Logic cells by family:
Scale bar: 100 um.
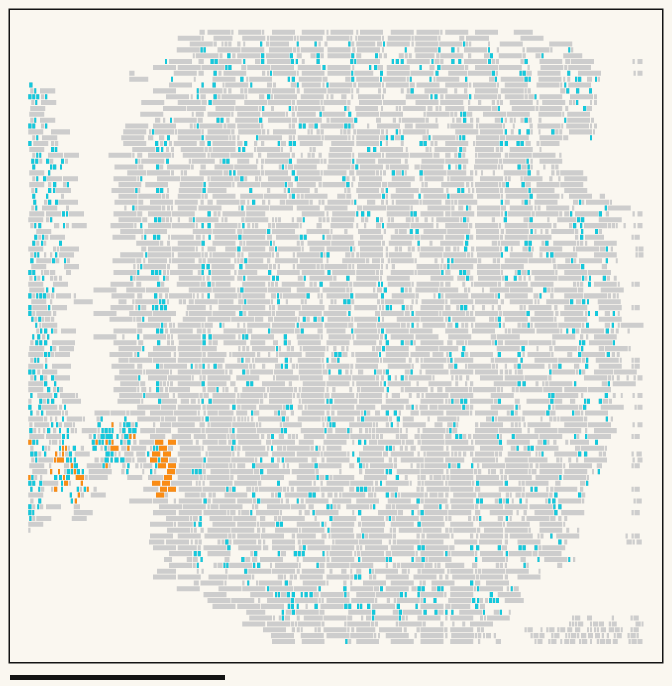
Placement density heat map:
The die is cut into 30 by 30 equal tiles; dark blue is low, red is high, 0 to 100% covered.
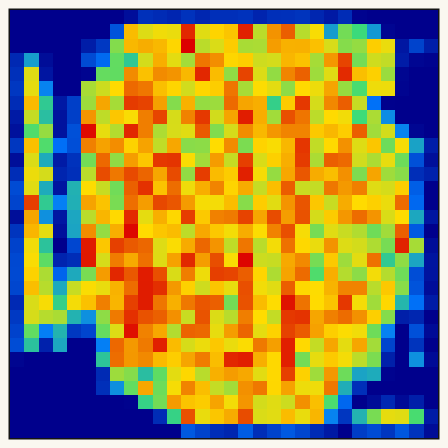
Routed metal, one color a layer:
Scale bar: 100 um.
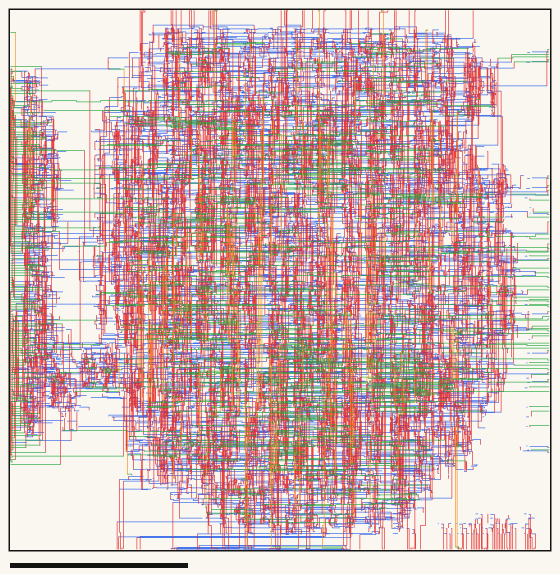
--- src/rtl/axifull_pkg.sv ---
// Shared types and AXI encodings for the axifull burst copy engine.
package axifull_pkg;

  typedef enum logic [2:0] {
    S_IDLE,
    S_AR,
    S_R,
    S_AW,
    S_W,
    S_B,
    S_DONE
  } state_t;

  localparam logic [2:0] AXSIZE_64  = 3'b011;
  localparam logic [1:0] BURST_INCR = 2'b01;
  localparam logic [1:0] RESP_OKAY  = 2'b00;

  // Index width of a buffer holding burst_len beats (at least 1 bit).
  function automatic int unsigned len_w(input int unsigned burst_len);
    return (burst_len <= 2) ? 1 : $clog2(burst_len);
  endfunction

  localparam int unsigned BURST_LEN_DEFAULT = 16;
  localparam int unsigned LEN_W             = len_w(BURST_LEN_DEFAULT);

endpackage

--- src/rtl/axifull_copy_master_burst_buf.sv ---
// Beat buffer between the read and write bursts: registered write port,
// combinational read on an independent address.
module burst_buf #(
  parameter int unsigned DEPTH = 16,
  parameter int unsigned AW    = 4,
  parameter int unsigned DW    = 64
) (
  input  logic          clk,
  input  logic          we,
  input  logic [AW-1:0] waddr,
  input  logic [DW-1:0] wdata,
  input  logic [AW-1:0] raddr,
  output logic [DW-1:0] rdata
);

  logic [DW-1:0] mem [DEPTH];

  always_ff @(posedge clk) begin
    if (we) mem[waddr] <= wdata;
  end

  assign rdata = mem[raddr];

endmodule

--- src/rtl/axifull_copy_master.sv ---
// AXI4-Full copy engine: one INCR read burst into a local buffer, then one
// INCR write burst of the same beats to the destination address.
module axifull_copy_master
  import axifull_pkg::*;
#(
  parameter int unsigned DATA_W    = 64,
  parameter int unsigned ADDR_W    = 32,
  parameter int unsigned BURST_LEN = 16
) (
  input  logic              ACLK,
  input  logic              ARESETn,
  input  logic              start,
  input  logic [ADDR_W-1:0] src_addr,
  input  logic [ADDR_W-1:0] dst_addr,
  output logic              busy,
  output logic              done,
  output logic              error,
  output logic              axifull_AWVALID,
  input  logic              axifull_AWREADY,
  output logic [ADDR_W-1:0] axifull_AWADDR,
  output logic [7:0]        axifull_AWLEN,
  output logic [2:0]        axifull_AWSIZE,
  output logic [1:0]        axifull_AWBURST,
  output logic              axifull_AWID,
  output logic              axifull_AWLOCK,
  output logic              axifull_AWUSER,
  output logic [3:0]        axifull_AWCACHE,
  output logic [3:0]        axifull_AWQOS,
  output logic [2:0]        axifull_AWPROT,
  output logic              axifull_WVALID,
  input  logic              axifull_WREADY,
  output logic [DATA_W-1:0] axifull_WDATA,
  output logic [7:0]        axifull_WSTRB,
  output logic              axifull_WLAST,
  output logic              axifull_WUSER,
  input  logic              axifull_BVALID,
  output logic              axifull_BREADY,
  input  logic [1:0]        axifull_BRESP,
  input  logic              axifull_BID,
  input  logic              axifull_BUSER,
  output logic              axifull_ARVALID,
  input  logic              axifull_ARREADY,
  output logic [ADDR_W-1:0] axifull_ARADDR,
  output logic [7:0]        axifull_ARLEN,
  output logic [2:0]        axifull_ARSIZE,
  output logic [1:0]        axifull_ARBURST,
  output logic              axifull_ARID,
  output logic              axifull_ARLOCK,
  output logic              axifull_ARUSER,
  output logic [3:0]        axifull_ARCACHE,
  output logic [3:0]        axifull_ARQOS,
  output logic [2:0]        axifull_ARPROT,
  input  logic              axifull_RVALID,
  output logic              axifull_RREADY,
  input  logic [DATA_W-1:0] axifull_RDATA,
  input  logic              axifull_RLAST,
  input  logic [1:0]        axifull_RRESP,
  input  logic              axifull_RID,
  input  logic              axifull_RUSER
);

  localparam int unsigned BUF_AW   = len_w(BURST_LEN);
  localparam logic [7:0]  LAST_CNT = 8'(BURST_LEN - 1);

  state_t            state, state_n;
  logic [7:0]        cnt;
  logic [ADDR_W-1:0] src_q, dst_q;
  logic              last_beat, r_hs, w_hs;
  logic [DATA_W-1:0] buf_rdata;

  assign last_beat = (cnt == LAST_CNT);
  assign r_hs      = (state == S_R) && axifull_RVALID;
  assign w_hs      = (state == S_W) && axifull_WREADY;

  always_ff @(posedge ACLK) begin
    if (!ARESETn) state <= S_IDLE;
    else          state <= state_n;
  end

  always_comb begin
    state_n = state;
    case (state)
      S_IDLE: if (start)           state_n = S_AR;
      S_AR:   if (axifull_ARREADY) state_n = S_R;
      S_R:    if (r_hs && last_beat) state_n = S_AW;
      S_AW:   if (axifull_AWREADY) state_n = S_W;
      S_W:    if (w_hs && last_beat) state_n = S_B;
      S_B:    if (axifull_BVALID)  state_n = S_DONE;
      S_DONE:                      state_n = S_IDLE;
      default:                     state_n = S_IDLE;
    endcase
  end

  // Burst length is taken from cnt alone; RLAST only feeds the error flag.
  always_ff @(posedge ACLK) begin
    if (!ARESETn) begin
      cnt   <= '0;
      src_q <= '0;
      dst_q <= '0;
      error <= 1'b0;
    end else begin
      case (state)
        S_IDLE: if (start) begin
          src_q <= src_addr;
          dst_q <= dst_addr;
          cnt   <= '0;
          error <= 1'b0;
        end
        S_R: if (r_hs) begin
          cnt <= last_beat ? '0 : cnt + 8'd1;
          if (axifull_RRESP != RESP_OKAY || axifull_RLAST != last_beat) error <= 1'b1;
        end
        S_W: if (w_hs) cnt <= last_beat ? '0 : cnt + 8'd1;
        S_B: if (axifull_BVALID && axifull_BRESP != RESP_OKAY) error <= 1'b1;
        default: ;
      endcase
    end
  end

  burst_buf #(.DEPTH(BURST_LEN), .AW(BUF_AW), .DW(DATA_W)) u_buf (
    .clk   (ACLK),
    .we    (r_hs),
    .waddr (cnt[BUF_AW-1:0]),
    .wdata (axifull_RDATA),
    .raddr (cnt[BUF_AW-1:0]),
    .rdata (buf_rdata)
  );

  assign busy = (state != S_IDLE) && (state != S_DONE);
  assign done = (state == S_DONE);

  assign axifull_ARVALID = (state == S_AR);
  assign axifull_ARADDR  = src_q;
  assign axifull_ARLEN   = LAST_CNT;
  assign axifull_ARSIZE  = AXSIZE_64;
  assign axifull_ARBURST = BURST_INCR;
  assign axifull_ARID    = 1'b0;
  assign axifull_ARLOCK  = 1'b0;
  assign axifull_ARUSER  = 1'b0;
  assign axifull_ARCACHE = '0;
  assign axifull_ARQOS   = '0;
  assign axifull_ARPROT  = '0;
  assign axifull_RREADY  = (state == S_R);

  assign axifull_AWVALID = (state == S_AW);
  assign axifull_AWADDR  = dst_q;
  assign axifull_AWLEN   = LAST_CNT;
  assign axifull_AWSIZE  = AXSIZE_64;
  assign axifull_AWBURST = BURST_INCR;
  assign axifull_AWID    = 1'b0;
  assign axifull_AWLOCK  = 1'b0;
  assign axifull_AWUSER  = 1'b0;
  assign axifull_AWCACHE = '0;
  assign axifull_AWQOS   = '0;
  assign axifull_AWPROT  = '0;

  assign axifull_WVALID  = (state == S_W);
  assign axifull_WDATA   = buf_rdata;
  assign axifull_WSTRB   = '1;
  assign axifull_WLAST   = (state == S_W) && last_beat;
  assign axifull_WUSER   = 1'b0;
  assign axifull_BREADY  = (state == S_B);

  logic unused_sink;
  assign unused_sink = ^{axifull_BID, axifull_BUSER, axifull_RID, axifull_RUSER, cnt};

endmodule

--- config.mk ---
export PLATFORM = sky130hd
export DESIGN_NAME = axifull_copy_master
export DESIGN_NICKNAME = d
export VERILOG_FILES = /design/src/rtl/axifull_pkg.sv /design/src/rtl/axifull_copy_master_burst_buf.sv /design/src/rtl/axifull_copy_master.sv
export SDC_FILE = /design/constraint.sdc
export NUM_CORES = 1
export LEC_CHECK = 0
export ABC_AREA = 1
export CAP_MARGIN = 10
export CORE_MARGIN = 8
export CORE_UTILIZATION = 55
export CTS_CLUSTER_DIAMETER = 120
export DETAILED_ROUTE_END_ITERATION = 7
export DONT_BUFFER_PORTS = 1
export GPL_TIMING_DRIVEN = 0
export PLACE_DENSITY = 0.73
export SYNTH_ARGS = -nofsm -noshare
export SYNTH_HDL_FRONTEND = slang
export SYNTH_SLANG_ARGS = --single-unit
--- constraint.sdc ---
create_clock -name ACLK -period 6.8 [get_ports ACLK]
set_clock_uncertainty 0.15 [all_clocks]
set_input_delay 1.7 -clock ACLK [delete_from_list [all_inputs] [get_ports ACLK]]
set_output_delay 1.7 -clock ACLK [all_outputs]
set_load 0.01 [all_outputs]
==> results.py <==
# Physical implementation metrics
metrics = {
    "routing": {
        "wl_met2_um": 63000,
        "drt_wl_total_um": 136000,
        "wl_per_cell_um": 26.3,
        "routed_via_density": 6.07,
        "drt_iter0_markers": 4817,
        "dr.pass1.iters": 6,
        "wl_met1_um": 48200,
    },
    "pwr": {
        "pwr.group.sequential_mw": 7.69,
        "leakage_nw": 18.5,
        "p_switching_mw": 5.65,
        "p_sw_share_pct": 32.0,
        "seq_power_share_pct": 43.6,
        "powerClk_mw": 6.02,
        "p_per_area_nw_per_um2": 343,
        "irDropWorstVdd_uv": 280,
    },
    "placement": {
        "pre_cts_ws_ns": 2.17,
        "placed_cells": 4946,
        "place_congestion": 0.873,
    },
    "synthesis": {
        "synthTopCellsByCount": "1,024 x edfxtp_1, 539 x inv_1, 463 x nand3_1",
        "top_cell": "edfxtp_1",
        "synth-area-yosys_um2": 45200,
        "avgSynthCellArea_um2": 12.0,
        "synth_cell_types": 29,
        "ys_cells": 3755,
        "ys_seq_share_pct": 71.5,
        "synthCells": 3755,
        "yosysWarningCount": 0,
        "async_flop_share_pct": 0,
        "synth_flops": 1104,
    },
    "setup_path": {
        "cp-end-kind": "primary output",
        "slowest_delay_ns": 0.92,
        "critPathSlowestCell": "clkbuf_1",
        "crit_fanout": 10,
        "crit_buf_inv": 3,
        "required_ns": 4.95,
    },
    "cells_and_area": {
        "final_nets": 4136,
        "drive_gt1_share_pct": 10.8,
        "lay_top_cells": "1,024 x edfxtp_1, 539 x inv_1, 463 x nand3_1, 425 x nand2_1, 332 x a21oi_1",
        "comb_area_um2": 9500,
        "final_area_um2": 51500,
        "ff_count": 1104,
        "buffers": 365,
        "multi_input_comb_cells": 1863,
        "syn2layout_area_growth_pct": 13.9,
        "clk_share_pct": 6.85,
        "diodes": 2,
        "largest_reg_flops": 1024,
        "fill_cells": 5956,
        "seq_share_pct": 62.8,
    },
    "final_timing": {
        "slew_headroom_pct": 11.1,
        "setup_violations": 0,
        "grt_setup_unrepaired": "false",
        "min_period_ns": 5.42,
        "hold_viol_final": 0,
    },
    "clock_network": {
        "clock_latency_ns": 0.68,
        "cts-resized-gates": 0,
        "cts_buffers": 109,
        "ctsHoldBuffers": 0,
        "root_buffer": "clkbuf_16",
        "cts_setup_buffers": 0,
    },
    "global_route": {
        "overflow": 0,
        "antenna_found_initial": 3,
        "top_usage_layer": "met2",
        "gr-usage-met3_pct": 8.26,
        "gr-usage-met2_pct": 46.1,
        "grt_pass1_wl_um": 194000,
    },
    "min_path": {
        "min_path_type": "reg -> reg",
    },
    "floorplan": {
        "dieArea_um2": 91700,
        "tapCellCount": 1070,
        "rows": 105,
    },
    "job": {
        "cap_viol_max_count": 0,
    },
    "outcome": {
        "status": "finished, final reports clean",
    },
}
Notes on 'logic cells by family' above:
cyan -> nand cells  # cells 900, most used nand3_1, where widely spread
orange -> nor cells  # cells 45, most used nor2_1
non-filler cells, final: 5,147
multi-input combinational area share: 18.4%
Commonest Layout Cell: edfxtp_1

Notes on 'placement density heat map' above:
emptiest ninth of the die = bottom left
nearly empty tiles = 14%
fullest tile = 100%
densest ninth of the die = middle
Final Core Density: 63.1%
fp util: 55.3%
core area: 81,700 um2

Notes on 'routed metal, one color a layer' above:
red -> M2  # wire length 63.0 mm
green -> M3  # wire length 18,900 um
orange -> M4  # wire length 5,410 um
blue -> M1  # wire length 48.2 mm
Tot GR Track Use: 28.8%
DR vias: 31,200

-- tightest hold or removal path: cells and delay by family (launching register included) --
kind            cells  cell delay, ns
flops               1            0.33
simple gates        1            0.07
compound gates      1            0.06
-- worst paths after layout --
check,from,to,slack (ns),cells past startpoint
hold reg to reg,cnt[7],cnt[7],0.36,2
hold / removal,cnt[7],cnt[7],0.36,2
setup / recovery,register,axifull_WDATA[22],1.38,7
setup reg to reg,state[1],u_buf.mem[14][50],3.49,8
-- cells by family after synthesis --
group | count (synthesis) | synth area share, %
buffers and inverters | 849 | 8.22
adders and majority gates | 4 | 0.111
DFF | 1104 | 71.5
AOI/OAI and AO/OA | 850 | 10.8
and+or+nand+nor | 945 | 9.27
xor gates and xnor gates | 1 | 0.0194
other | 2 | 0.0166
Power figures rest on the tool's default switching activity, not on a simulated workload.
